$ cat config.mk
export PLATFORM = sky130hd
export DESIGN_NAME = decode_stage
export DESIGN_NICKNAME = d
export VERILOG_FILES = /design/src/rtl/decode_stage.sv
export SDC_FILE = /design/constraint.sdc
export NUM_CORES = 1
export LEC_CHECK = 0
export ABC_AREA = 1
export CORE_MARGIN = 2
export CORE_UTILIZATION = 45
export CTS_BUF_LIST = sky130_fd_sc_hd__clkbuf_8
export CTS_CLUSTER_SIZE = 24
export DETAILED_ROUTE_END_ITERATION = 10
export HOLD_SLACK_MARGIN = 0.15
export PLACE_DENSITY = 0.86
export SYNTH_ARGS = -nofsm -noshare
export SYNTH_HDL_FRONTEND = slang
export SYNTH_SLANG_ARGS = --single-unit
export TNS_END_PERCENT = 50
$ cat constraint.sdc
create_clock -name clk -period 4.45 [get_ports clk]
set_clock_uncertainty 0.05 [all_clocks]
set_input_delay 1.335 -clock clk [delete_from_list [all_inputs] [get_ports clk]]
set_output_delay 1.335 -clock clk [all_outputs]
set_load 0.03 [all_outputs]
$ cat src/rtl/decode_stage.sv
`default_nettype none
//------------------------------------------------------------------------------
// Module  : decode_stage
// Brief   : Handshaked IF->EX decode register with load scoreboard and hazard stall
// Revision: 1.0
//------------------------------------------------------------------------------

`ifndef OP_R
`define OP_R 0
`endif
`ifndef OP_B
`define OP_B 12
`endif
`ifndef R_FUNC_LD
`define R_FUNC_LD 8
`endif
`ifndef R_FUNC_ST
`define R_FUNC_ST 9
`endif

module decode_stage #(
  parameter int INST_W    = 16,
  parameter int OPCODE_W  = 4,
  parameter int R_FUNC_W  = 4,
  parameter int RF_ADDR_W = 3,
  parameter int IMM_W     = 8,
  parameter int CNT_W     = 16
) (
  input  logic                      clk,
  input  logic                      rst_n,
  input  logic                      if_valid,
  output logic                      if_ready,
  input  logic [INST_W-1:0]         if_inst,
  output logic                      id_valid,
  input  logic                      id_ready,
  output logic [INST_W-1:0]         id_inst,
  output logic [RF_ADDR_W-1:0]      id_rd,
  output logic [RF_ADDR_W-1:0]      id_rs,
  output logic [IMM_W-1:0]          id_imm,
  output logic                      id_is_load,
  output logic                      id_is_store,
  input  logic                      flush,
  input  logic                      wb_valid,
  input  logic [RF_ADDR_W-1:0]      wb_addr,
  output logic [2**RF_ADDR_W-1:0]   busy,
  output logic [CNT_W-1:0]          stall_cnt
);

  localparam int NREG = 2**RF_ADDR_W;

  localparam logic [OPCODE_W-1:0] C_OP_R      = OPCODE_W'(`OP_R);
  localparam logic [OPCODE_W-1:0] C_OP_B      = OPCODE_W'(`OP_B);
  localparam logic [R_FUNC_W-1:0] C_FUNC_LD   = R_FUNC_W'(`R_FUNC_LD);
  localparam logic [R_FUNC_W-1:0] C_FUNC_ST   = R_FUNC_W'(`R_FUNC_ST);
  localparam logic [CNT_W-1:0]    C_CNT_MAX   = {CNT_W{1'b1}};

  logic [OPCODE_W-1:0]  w_opcode;
  logic [R_FUNC_W-1:0]  w_funct;
  logic [RF_ADDR_W-1:0] w_rd;
  logic [RF_ADDR_W-1:0] w_rs;
  logic [IMM_W-1:0]     w_imm;
  logic                 w_is_r;
  logic                 w_is_b;
  logic                 w_rd_hit;
  logic                 w_rs_hit;
  logic                 w_hazard;
  logic                 w_accept;
  logic                 w_handoff;
  logic                 w_stall;
  logic [NREG-1:0]      w_busy_nxt;

  assign w_opcode = if_inst[INST_W-1 -: OPCODE_W];
  assign w_funct  = if_inst[INST_W-OPCODE_W-1 -: R_FUNC_W];
  assign w_rd     = if_inst[RF_ADDR_W-1:0];
  assign w_rs     = if_inst[2*RF_ADDR_W-1:RF_ADDR_W];
  assign w_is_r   = (w_opcode == C_OP_R);
  assign w_is_b   = (w_opcode == C_OP_B);
  assign w_imm    = w_is_b ? if_inst[IMM_W-1:0] : if_inst[INST_W-OPCODE_W-1 -: IMM_W];

  // A load still sitting in the output register is as good as busy: its
  // scoreboard bit only appears once EX takes it.
  assign w_rd_hit = busy[w_rd] | (id_valid & id_is_load & (id_rd == w_rd));
  assign w_rs_hit = busy[w_rs] | (id_valid & id_is_load & (id_rd == w_rs));
  assign w_hazard = ~w_is_b & (w_rd_hit | (w_is_r & w_rs_hit));

  assign if_ready  = (~id_valid | id_ready) & ~w_hazard & ~flush;
  assign w_accept  = if_valid & if_ready;
  assign w_handoff = id_valid & id_ready;
  assign w_stall   = if_valid & w_hazard & ~flush;

  // Clear first, then set, so a newer load beats a write-back to the same register.
  always_comb begin
    w_busy_nxt = busy;
    if (wb_valid) begin
      w_busy_nxt[wb_addr] = 1'b0;
    end
    if (w_handoff & id_is_load & ~flush) begin
      w_busy_nxt[id_rd] = 1'b1;
    end
  end

  always_ff @(posedge clk or negedge rst_n) begin
    if (!rst_n) begin
      id_valid    <= 1'b0;
      id_inst     <= '0;
      id_rd       <= '0;
      id_rs       <= '0;
      id_imm      <= '0;
      id_is_load  <= 1'b0;
      id_is_store <= 1'b0;
      busy        <= '0;
      stall_cnt   <= '0;
    end else begin
      busy <= w_busy_nxt;
      if (flush) begin
        id_valid <= 1'b0;
      end else if (w_accept) begin
        id_valid    <= 1'b1;
        id_inst     <= if_inst;
        id_rd       <= w_rd;
        id_rs       <= w_rs;
        id_imm      <= w_imm;
        id_is_load  <= w_is_r & (w_funct == C_FUNC_LD);
        id_is_store <= w_is_r & (w_funct == C_FUNC_ST);
      end else if (w_handoff) begin
        id_valid <= 1'b0;
      end
      if (w_stall && (stall_cnt != C_CNT_MAX)) begin
        stall_cnt <= stall_cnt + CNT_W'(1);
      end
    end
  end

endmodule

`default_nettype wire

Run 1, signal metal coverage by tile:
The die is cut into 17 by 17 equal tiles; dark blue is low, red is high, scaled to the fullest tile. Values are wire area over tile area, all layers added.
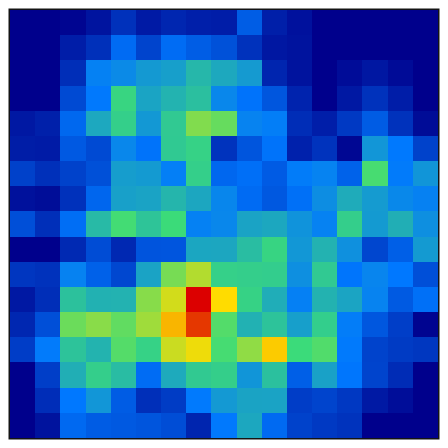
8.3% of the tiles are over half the peak. The mean over all tiles is 0.17. 12% of the tiles are nearly empty. The fullest tile reaches 0.71. The emptiest ninth of the die: north-east.
global-route usage over all layers: 0.222
wirelength, routed: 7.88 mm
Vias: 2,939

Run 1, routed clock nets over the placement:
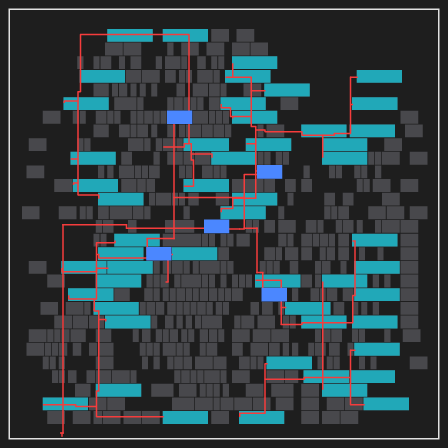
Key: blue = clock-net drivers [count 5]; cyan = flip-flops [count 51]; red = clock wires [length 579 um]
Position of the flops: spread over the die. There are 6 routed clock nets.
relative contribution of the clock network to total power: 0.199
clk latency late pin: 300 ps

Run 1, cell outlines without signal wires:
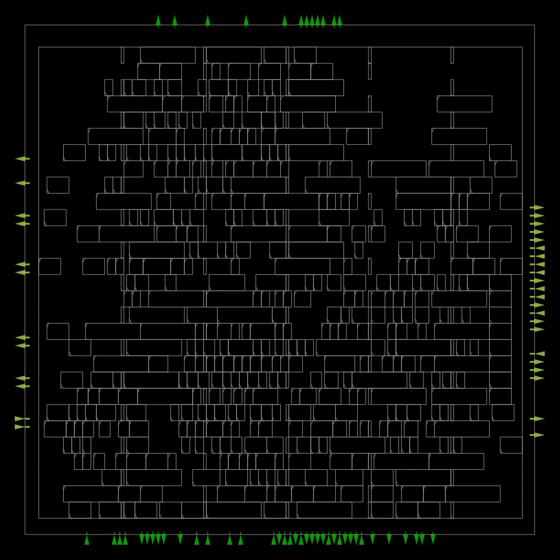
share of the final layout cell area in sequential cells: 0.328
total number of sequential cells: 51

[run 1: worst paths after layout]
path / slack [ps] / end
hold reg to reg: 430 / id_inst[13]
setup reg to reg: 2060 / id_inst[10]
hold / removal: 430 / id_inst[13]
min in group asynchronous: 1200 / busy[1]
max in group asynchronous: 2460 / id_is_store
setup / recovery: 140 / if_ready
[run 1: stage by stage]
stage               power (mW)  hold WS, ps  worst slack [ps]  utilization  std cells
global placement          1.03          403               169        0.594        532
CTS                       1.30          432              74.6        0.608        540
global route              1.35          471              56.3        0.609        540
detailed placement        1.04          409              71.4        0.594        532
finish                    1.29          426               136        0.609        540
floorplan                0.848          597               281            -        390
[run 1: per-layer routing]
layer	vias to the layer above	global-route usage
met2	101	0.351
met1	1389	0.314
met5	-	0
met3	11	0.0292
li1	1438	-
met4	0	0.0765
[run 1: report_power, final]
part / leakage, nW / switching (mW) / internal [mW] / total [mW]
combinational: 1.15 / 0.278 / 0.178 / 0.456
sequential: 0.670 / 0.0585 / 0.517 / 0.576
clock: 0.0453 / 0.148 / 0.108 / 0.255
total: 1.86 / 0.484 / 0.803 / 1.29
[run 1: sequential cells by signal, summed over array words and instances, names as in the netlist]
register     flops
id_is_store      1
stall_cnt       16
busy             8
id_is_load       1
id_valid         1
id_inst         16
id_imm           8
[run 1: worst reg2reg max path, delay by kind of cell (launching register included)]
family,cells,cell delay [ps]
buffers and inverters,2,500
AND-OR/OR-AND,1,60
AND/OR/NAND/NOR,9,1110
flip-flops,1,570
[run 1: cell type report]
cell class / instances / area (um^2)
Fill cell: 554 / 2500
Tap cell: 77 / 96.3
Inverter: 28 / 105
Clock buffer: 5 / 68.8
Sequential cell: 51 / 1280
Timing Repair Buffer: 89 / 873
Clock inverter: 3 / 16.3
Multi-Input combinational cell: 287 / 1450
[run 1: kinds of logic after synthesis]
kind of cell             count (synthesis)
AND/OR/NAND/NOR                        241
flip-flops                              51
buffers and inverters                   52
adder cells (fa/ha/maj)                  1
XOR/XNOR                                14
AND-OR/OR-AND                           31
[run 1: cell usage after synthesis, drive strengths merged]
master  number  share of area
nor2        20          0.029
nor3         2         0.0050
nor4         2         0.0042
nand3       21          0.040
o21ai       18          0.030
inv         28          0.035
xor2         6          0.018
nand2      151           0.20
ha           1         0.0042
nand4       45           0.10
o41ai        8          0.024
a21oi        5          0.012
clkbuf       7         0.0088
buf         17          0.040
dfrtp       51           0.43
xnor2        8          0.024
[run 1: repair_timing]
action | CTS | global route
hold buffers | 0 | 0
buffers inserted | 0 | 0
resized | 0 | 3
endpoints found under the setup margin | 0 | 1
==> reports/metrics.sh, run 1 <==
STATUS='finished clean'
MAX_FREQ_MHz=232
SYNTH.MUX.AREA_FRACTION=0
FLOORPLAN_ROW_COUNT=29
INSERTEDDIODECOUNT=0
CRITPATHMAXFANOUT=4
DETAIL_ROUTE.WIRELENGTH.MET1_MM=3.54
FINALSETUPVIOLATIONS=0
DESIGN.CORE.AREA_UM2=6390
GRT_MAX_DEGREE=52
VIA_COUNT_OF_THE_FIRST_GLOBAL_ROUTING_PASS=2793
POSTSYNTHAREAPERCELL_UM2=7.63
POWER.DENSITY_CELL_AREA_nW_PER_UM2=331
TOOL_WARNINGS=26
CTS_INSERTED_BUFFERS=5
LAYOUT_TOP_CELL='nand2_1'
TIMING.CRITICAL_PATH.DEPTH=13
SYNTH-AREA-YOSYS_UM2=2970
POWER.STATIC_LEAKAGE_nW=1.86
SYNTH_NETS=416
POST_SYNTH_NUM_CELL_TYPES=29
MET3ROUTEDLENGTH_UM=419
TIMING_HOLD_VIOLATIONS_FINAL=0
SYNTH-SEQ-CELLS=51
DRT_FIRST_ITER_VIOLATIONS=177
ROUTE.DETAILED.WL_PER_INST_UM=14.6
SYNTH-SIMPLE-AREA-SHARE=0.376
PLACE.PORT_BUFFERS=82
R2R.WORST_PATH.CELLS=12
WORST-ENDPOINT-REQUIRED_PS=3060
DIE_Y_UM=85.3
CTS_TREE='yes'
SYNTHTOPLOGICFAMILY='simple AND/OR/NAND/NOR gates'
POST-ROUTE-DRC-COUNT=0
IO_PINS=83
CLKTRANSATPATHREGS_PS=80
Run 1, register map, names as in the netlist:
The bar under the picture is 20 um long. Other sequential cells in the stronger grey, the rest of the logic in the fainter grey.
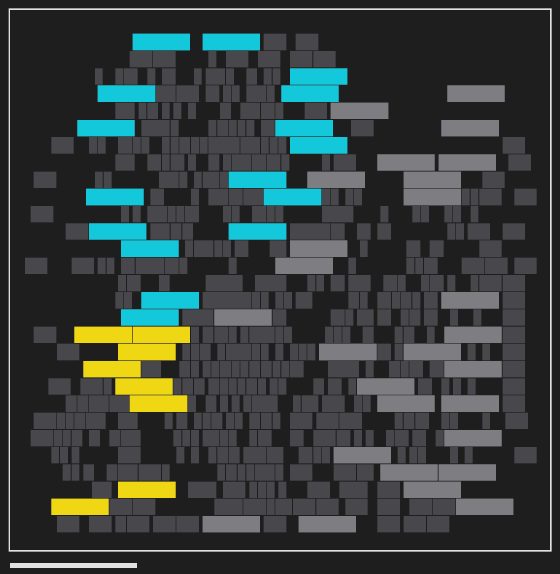

==> run 1 -> run 2 <==
--- a/config.mk
+++ b/config.mk
@@ -6,6 +6,7 @@
 export NUM_CORES = 1
 export LEC_CHECK = 0
 export ABC_AREA = 1
+export CAP_MARGIN = 20
 export CORE_MARGIN = 2
 export CORE_UTILIZATION = 45
 export CTS_BUF_LIST = sky130_fd_sc_hd__clkbuf_8
==> constraint.sdc (replaced) <==
create_clock -name clk -period 4.45 [get_ports clk]
set_clock_uncertainty 0.05 [all_clocks]
set_input_delay 1.1125 -clock clk [delete_from_list [all_inputs] [get_ports clk]]
set_output_delay 1.1125 -clock clk [all_outputs]
set_load 0.03 [all_outputs]
Run 2, register map, names as in the netlist:
The bar under the picture is 20 um long. Other sequential cells in the stronger grey, the rest of the logic in the fainter grey.
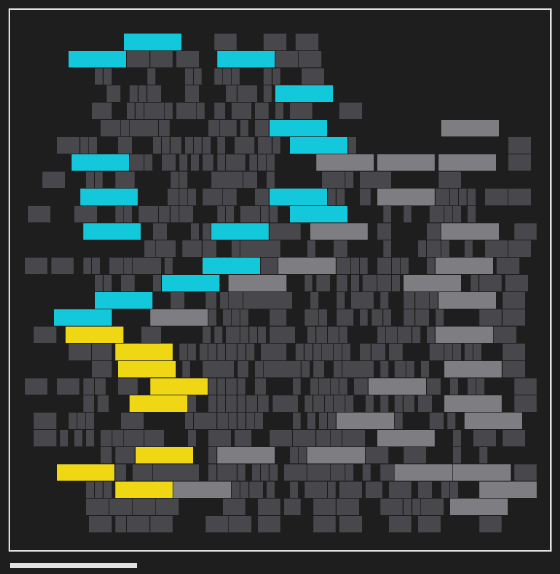
Key: cyan = stall_cnt [sequential cells 16]; yellow = busy [sequential cells 8]
Another 27 sequential cells are not coloured.
sequential cell power: 0.576 mW
final core occ: 0.609

==> run 2 against run 1 <==
Against the previous run:
- count of clock-buffer cells in the layout unchanged
- final cell count down 0.19%
- first-iteration DRC count fell by 1.7%
- register-to-register slack lost 50 ps
- wire length grew 2.3%
- synthesized cell count stayed put
- critical path depth is 1 lower
- non-clock buffer count down 1
- fmax rose by 8.3%
- clock power rose by 3%
- via count rose by 0.48%
- largest power group unchanged
==> reports/metrics.sh, run 2 <==
STATUS='finished clean'
FLOORPLAN_ROW_COUNT=29
DRT-TOTAL-WL_MM=8.06
MAX_FREQ_MHz=251
CRIT_FAMILY='buffers and inverters'
COMPOUND_AREA_FRAC=0.0660
CTS_RESIZED=0
CTS_INSERTED_BUFFERS=5
SYNTH-SIMPLE-AREA-SHARE=0.376
REGTOREGENDPOINT='id_inst[7]'
YS_TOP_CELLS_BY_COUNT='nand2_1, dfrtp_1, nand4_1'
LAYOUTNONFILLERINSTCOUNT=539
SYNTH-SEQ-CELLS=51
DRT_FIRST_ITER_VIOLATIONS=174
REG2REG_SETUP_SLACK_PS=2010
DP_SLACK_PS=494
SYNTH_NETS=416
POSTSYNTHAREAPERCELL_UM2=7.63
SYNTH.TOP_CELL.AREA_SHARE=0.429
SYNTH-CELLS-YOSYS=390
TRACK_USAGE=0.226
IO_PINS=83
SYNTH.CELL_AREA_UM2=2970
DIE_Y_UM=85.3
TOOL_WARNINGS=26
MIN_DELAY_WORST_ENDPOINT='id_inst[11]'
INSERTEDDIODECOUNT=0
GRT_MAX_DEGREE=52
CTS_TREE='yes'
INTERNAL-POWER_mW=0.804
SYNTH_ADDER_AREA_SHARE=0.00421
UNREPAIRED_SETUP_ENDPOINTS_AFTER_GLOBAL_ROUTING='no'
SYNTHARSTFLOPSHARE=1.00
CRITPATHMAXFANOUT=8
TIMING_HOLD_VIOLATIONS_FINAL=0
CRITICAL_PATH_STARTPOINT_CATEGORY='input pin'
COMB_PWR_SHARE=0.353
SLEW_HEADROOM=0.629
CLOCKPOWERSHARE=0.203
LAYOUT-DRIVE-GT1-SHARE=0.0628
P_SW_mW=0.491
POST-ROUTE-DRC-COUNT=0
VIAS=2953
R2R.WORST_PATH.CELLS=12
AREA_LEADERS='dfrtp_1, nand2_1, nand4_1'
LARGEST_REGISTERS='id_inst (16), stall_cnt (16)'
PLACE.PORT_BUFFERS=82
VIA_COUNT_OF_THE_FIRST_GLOBAL_ROUTING_PASS=2830
SYNTH-AREA-YOSYS_UM2=2970
POST_SYNTH_NUM_CELL_TYPES=29
CLKTRANSATPATHREGS_PS=80
POSTCTSSETUPREPAIRBUFS=0
HOLD_START='id_inst[11]'
SWITCHING_POWER_AS_A_SHARE_OF_TOTAL_POWER=0.379
EDF_COUNT=0
DP_CELLS=530
POWER.SEQUENTIAL.FRACTION=0.444
LAYOUT_TOP_CELL='nand2_1'
ROUTE.DETAILED.WL_PER_INST_UM=14.9
SYNTHTOPLOGICFAMILY='simple AND/OR/NAND/NOR gates'
DESIGN.CORE.AREA_UM2=6390
SYNTHDOMINANTAREACELLTYPE='dfrtp_1'
YS.FLOP_TYPE='dfrtp_1'
WORSTSKEWPAIRLATENCY_PS=310
SYN_TO_FINAL_GROWTH_PCT=30.7
POWER.DENSITY_CELL_AREA_nW_PER_UM2=333
FINALSETUPVIOLATIONS=0
CP_SLOWEST_CELL='clkdlybuf4s50_1'
CTS_HOLD_BUFFERS=0
TIMING.FINAL.WS_SETUP_PS=468
SYNTH.MUX.AREA_FRACTION=0
POST-SYNTH-TOP-COUNT-CELL='nand2_1'
PEAK_VDD_IR_mV=0.230
WORST-ENDPOINT-REQUIRED_PS=3290
POWER.STATIC_LEAKAGE_nW=1.84
SLEW_VIOL_FINAL=0
FIN_SETUP_TNS_PS=0
NFILLCELLS=552
==> run 2: cell counts after synthesis <==
No cell type changed its count.
==> run 2: worst max path at each step <==
stage,start,slack (ps),cells after the start,to
detailed placement,if_inst[0],490,12,if_ready
CTS,if_inst[0],490,12,if_ready
global route,if_inst[3],290,12,if_ready
global placement,if_inst[0],570,12,if_ready
finish,if_inst[0],470,12,if_ready
floorplan,if_inst[3],730,13,if_ready
==> run 2: layer usage <==
layer  GRT usage  wire [um]
met2       0.349       3820
met1       0.317       3530
met5           0          0
met4      0.0837        138
met3      0.0418        566
==> run 2: layout make-up <==
cell class / count / area, um^2 / area share
clock buffers: 5 / 68.8 / 0.0177
clock inverters: 3 / 16.3 / 0.00419
inverters: 28 / 105 / 0.0270
multi-input cells: 287 / 1450 / 0.374
flip-flops and latches: 51 / 1280 / 0.328
well taps: 77 / 96.3 / 0.0248
repair buffers: 88 / 871 / 0.224
==> run 2: worst min-delay path, cell delays in order (launching register included) <==
cell     delay [ps]
dfrtp_1         350
nand2_1          60
nand2_1          40
==> run 2: metrics by stage <==
step	total power, mW	cell area, um^2	hold WS (ps)
detailed placement	1.04	3780	410
floorplan	0.848	2970	597
CTS	1.30	3870	433
global placement	1.03	3780	402
finish	1.29	3890	430
global route	1.35	3890	452
==> run 2: power groups by stage <==
stage          clock, mW  combinational, mW  sequential (mW)
4_1_cts            0.270              0.457            0.575
3_5_place_dp           0              0.455            0.583
2_1_floorplan          0              0.171            0.677
6_report           0.262              0.457            0.576
5_1_grt            0.285              0.486            0.583
3_3_place_gp           0              0.447            0.579
==> run 2: logic make-up (layout without fill, tap and decap cells) <==
family	after synthesis	after routing
AND/OR/NAND/NOR	241	241
buffers and inverters	52	124
flip-flops	51	51
AND-OR/OR-AND	31	31
XOR/XNOR	14	14
adder cells (fa/ha/maj)	1	1
Run 2, cell outlines without signal wires:
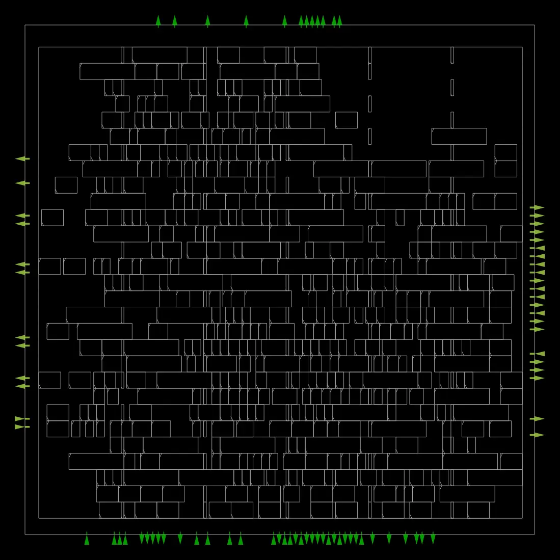

==> run 2 -> run 3 <==
--- a/config.mk
+++ b/config.mk
@@ -6,7 +6,6 @@
 export NUM_CORES = 1
 export LEC_CHECK = 0
 export ABC_AREA = 1
-export CAP_MARGIN = 20
 export CORE_MARGIN = 2
 export CORE_UTILIZATION = 45
 export CTS_BUF_LIST = sky130_fd_sc_hd__clkbuf_8
@@ -17,4 +16,3 @@
 export SYNTH_ARGS = -nofsm -noshare
 export SYNTH_HDL_FRONTEND = slang
 export SYNTH_SLANG_ARGS = --single-unit
-export TNS_END_PERCENT = 50
Run 3, cell outlines without signal wires:
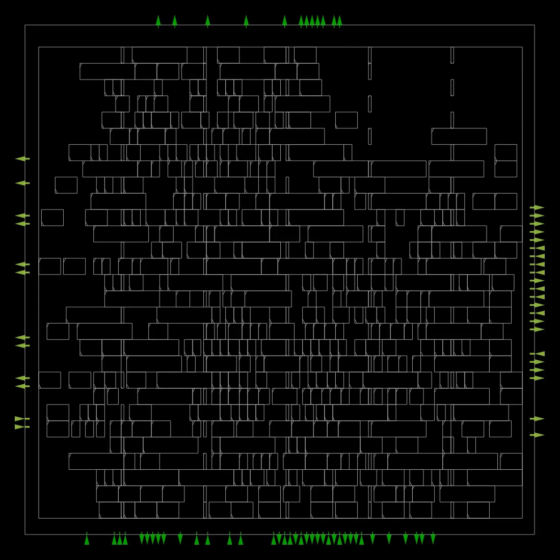
fill cell total of the finished layout: 554
non-filler instance count after layout: 538
Floorplan Core Area: 6390 um^2
share of the final layout cell area in sequential cells: 0.330

==> run 3 against run 2 <==
Against the previous run:
- sequential share of layout area grew 0.17 points
- count of clock-buffer cells in the layout is the same
- sequential power is essentially flat
- area after synthesis is the same
- critical path type unchanged
- register-to-register slack is essentially flat
- design area shrank 0.52%
- die size is the same
- sequential cell count is the same
- power shrank 0.27%
- non-clock buffer count shrank 1
- via count grew 0.81%
- final cell count shrank 0.19%
==> reports/metrics.sh, run 3 <==
LAYOUT-DRIVE-GT1-SHARE=0.0607
LARGEST_REGISTERS='id_inst (16), stall_cnt (16)'
SLEW_HEADROOM=0.250
FIN_SETUP_TNS_PS=0
CTS_HOLD_BUFFERS=0
FINALCOREUTILIZATION=0.605
CRITPATHMAXFANOUT=8
INSERTEDDIODECOUNT=0
SLEW_VIOL_FINAL=0
ROUTE.DETAILED.WL_PER_INST_UM=15.0
TOTALPOWERFINAL_mW=1.29
TIMING_HOLD_VIOLATIONS_FINAL=0
DIE_Y_UM=85.3
STATUS='finished clean'
FLOORPLAN_ROW_COUNT=29
POWER.SEQUENTIAL.FRACTION=0.445
DP_SLACK_PS=494
P_SW_mW=0.489
POSTCTSSETUPREPAIRBUFS=0
COMB_PWR_SHARE=0.352
UNREPAIRED_SETUP_ENDPOINTS_AFTER_GLOBAL_ROUTING='no'
SYNTH-AREA-YOSYS_UM2=2970
DRT-TOTAL-WL_MM=8.08
POWER.DENSITY_CELL_AREA_nW_PER_UM2=334
SWITCHING_POWER_AS_A_SHARE_OF_TOTAL_POWER=0.379
CLKTRANSATPATHREGS_PS=80
FIN_AREA_UM2=3870
DP_CELLS=530
DETAILED_PLACE.AREA_UM2=3780
LAYOUT_TOP_CELL='nand2_1'
SYNTH.CELL_AREA_UM2=2970
TRACK_USAGE=0.226
CRITICAL_PATH_STARTPOINT_CATEGORY='input pin'
TOOL_WARNINGS=26
SYNTH_NETS=416
CLOCKPOWERSHARE=0.202
CTS_TREE='yes'
MAX_FREQ_MHz=252
## run 3: cell counts after synthesis
No cell type changed its count.
## run 3: cells by family (layout without fill, tap and decap cells)
group                    count (synthesis)  in the layout  synth area share
AND/OR/NAND/NOR                        241            241             0.376
buffers and inverters                   52            123            0.0837
flip-flops                              51             51             0.429
AND-OR/OR-AND                           31             31            0.0661
XOR/XNOR                                14             14            0.0412
adder cells (fa/ha/maj)                  1              1           0.00421
## run 3: power by group through the flow
stage | logic [mW] | clock network, mW | registers [mW]
3_3_place_gp | 0.447 | 0 | 0.579
2_1_floorplan | 0.171 | 0 | 0.677
5_1_grt | 0.484 | 0.285 | 0.583
6_report | 0.455 | 0.261 | 0.575
3_5_place_dp | 0.455 | 0 | 0.583
4_1_cts | 0.457 | 0.270 | 0.575
## run 3: final cells by class
type | count | area [um^2]
sequential | 51 | 1280
clock buffer | 5 | 68.8
inverter | 28 | 105
clock inverter | 3 | 16.3
fill | 554 | 2520
timing repair buffer | 87 | 851
tap | 77 | 96.3
multi-input combinational | 287 | 1450
## run 3: final timing paths
kind,cells past startpoint,start,end
max,12,if_inst[0],if_ready
min,2,id_inst[11],id_inst[11]
max reg2reg,12,id_inst[0],id_inst[7]
min reg2reg,2,id_inst[11],id_inst[11]
max in group asynchronous,1,rst_n,id_inst[15]
min in group asynchronous,1,rst_n,busy[1]
## run 3: per-layer routing
| layer | up-vias | track usage | part of all wire |
|---|---|---|---|
| li1 | 1436 | - | - |
| met1 | 1394 | 0.317 | 0.45 |
| met2 | 130 | 0.349 | 0.46 |
| met3 | 17 | 0.0418 | 0.069 |
| met4 | 0 | 0.0837 | 0.020 |
| met5 | - | 0 | 0 |
## run 3: worst max-delay path: cells and delay by family
kind	cells	cell delay [ps]
buffers and inverters	3	940
AND/OR/NAND/NOR	9	770
Power and IR drop assume default switching activity.
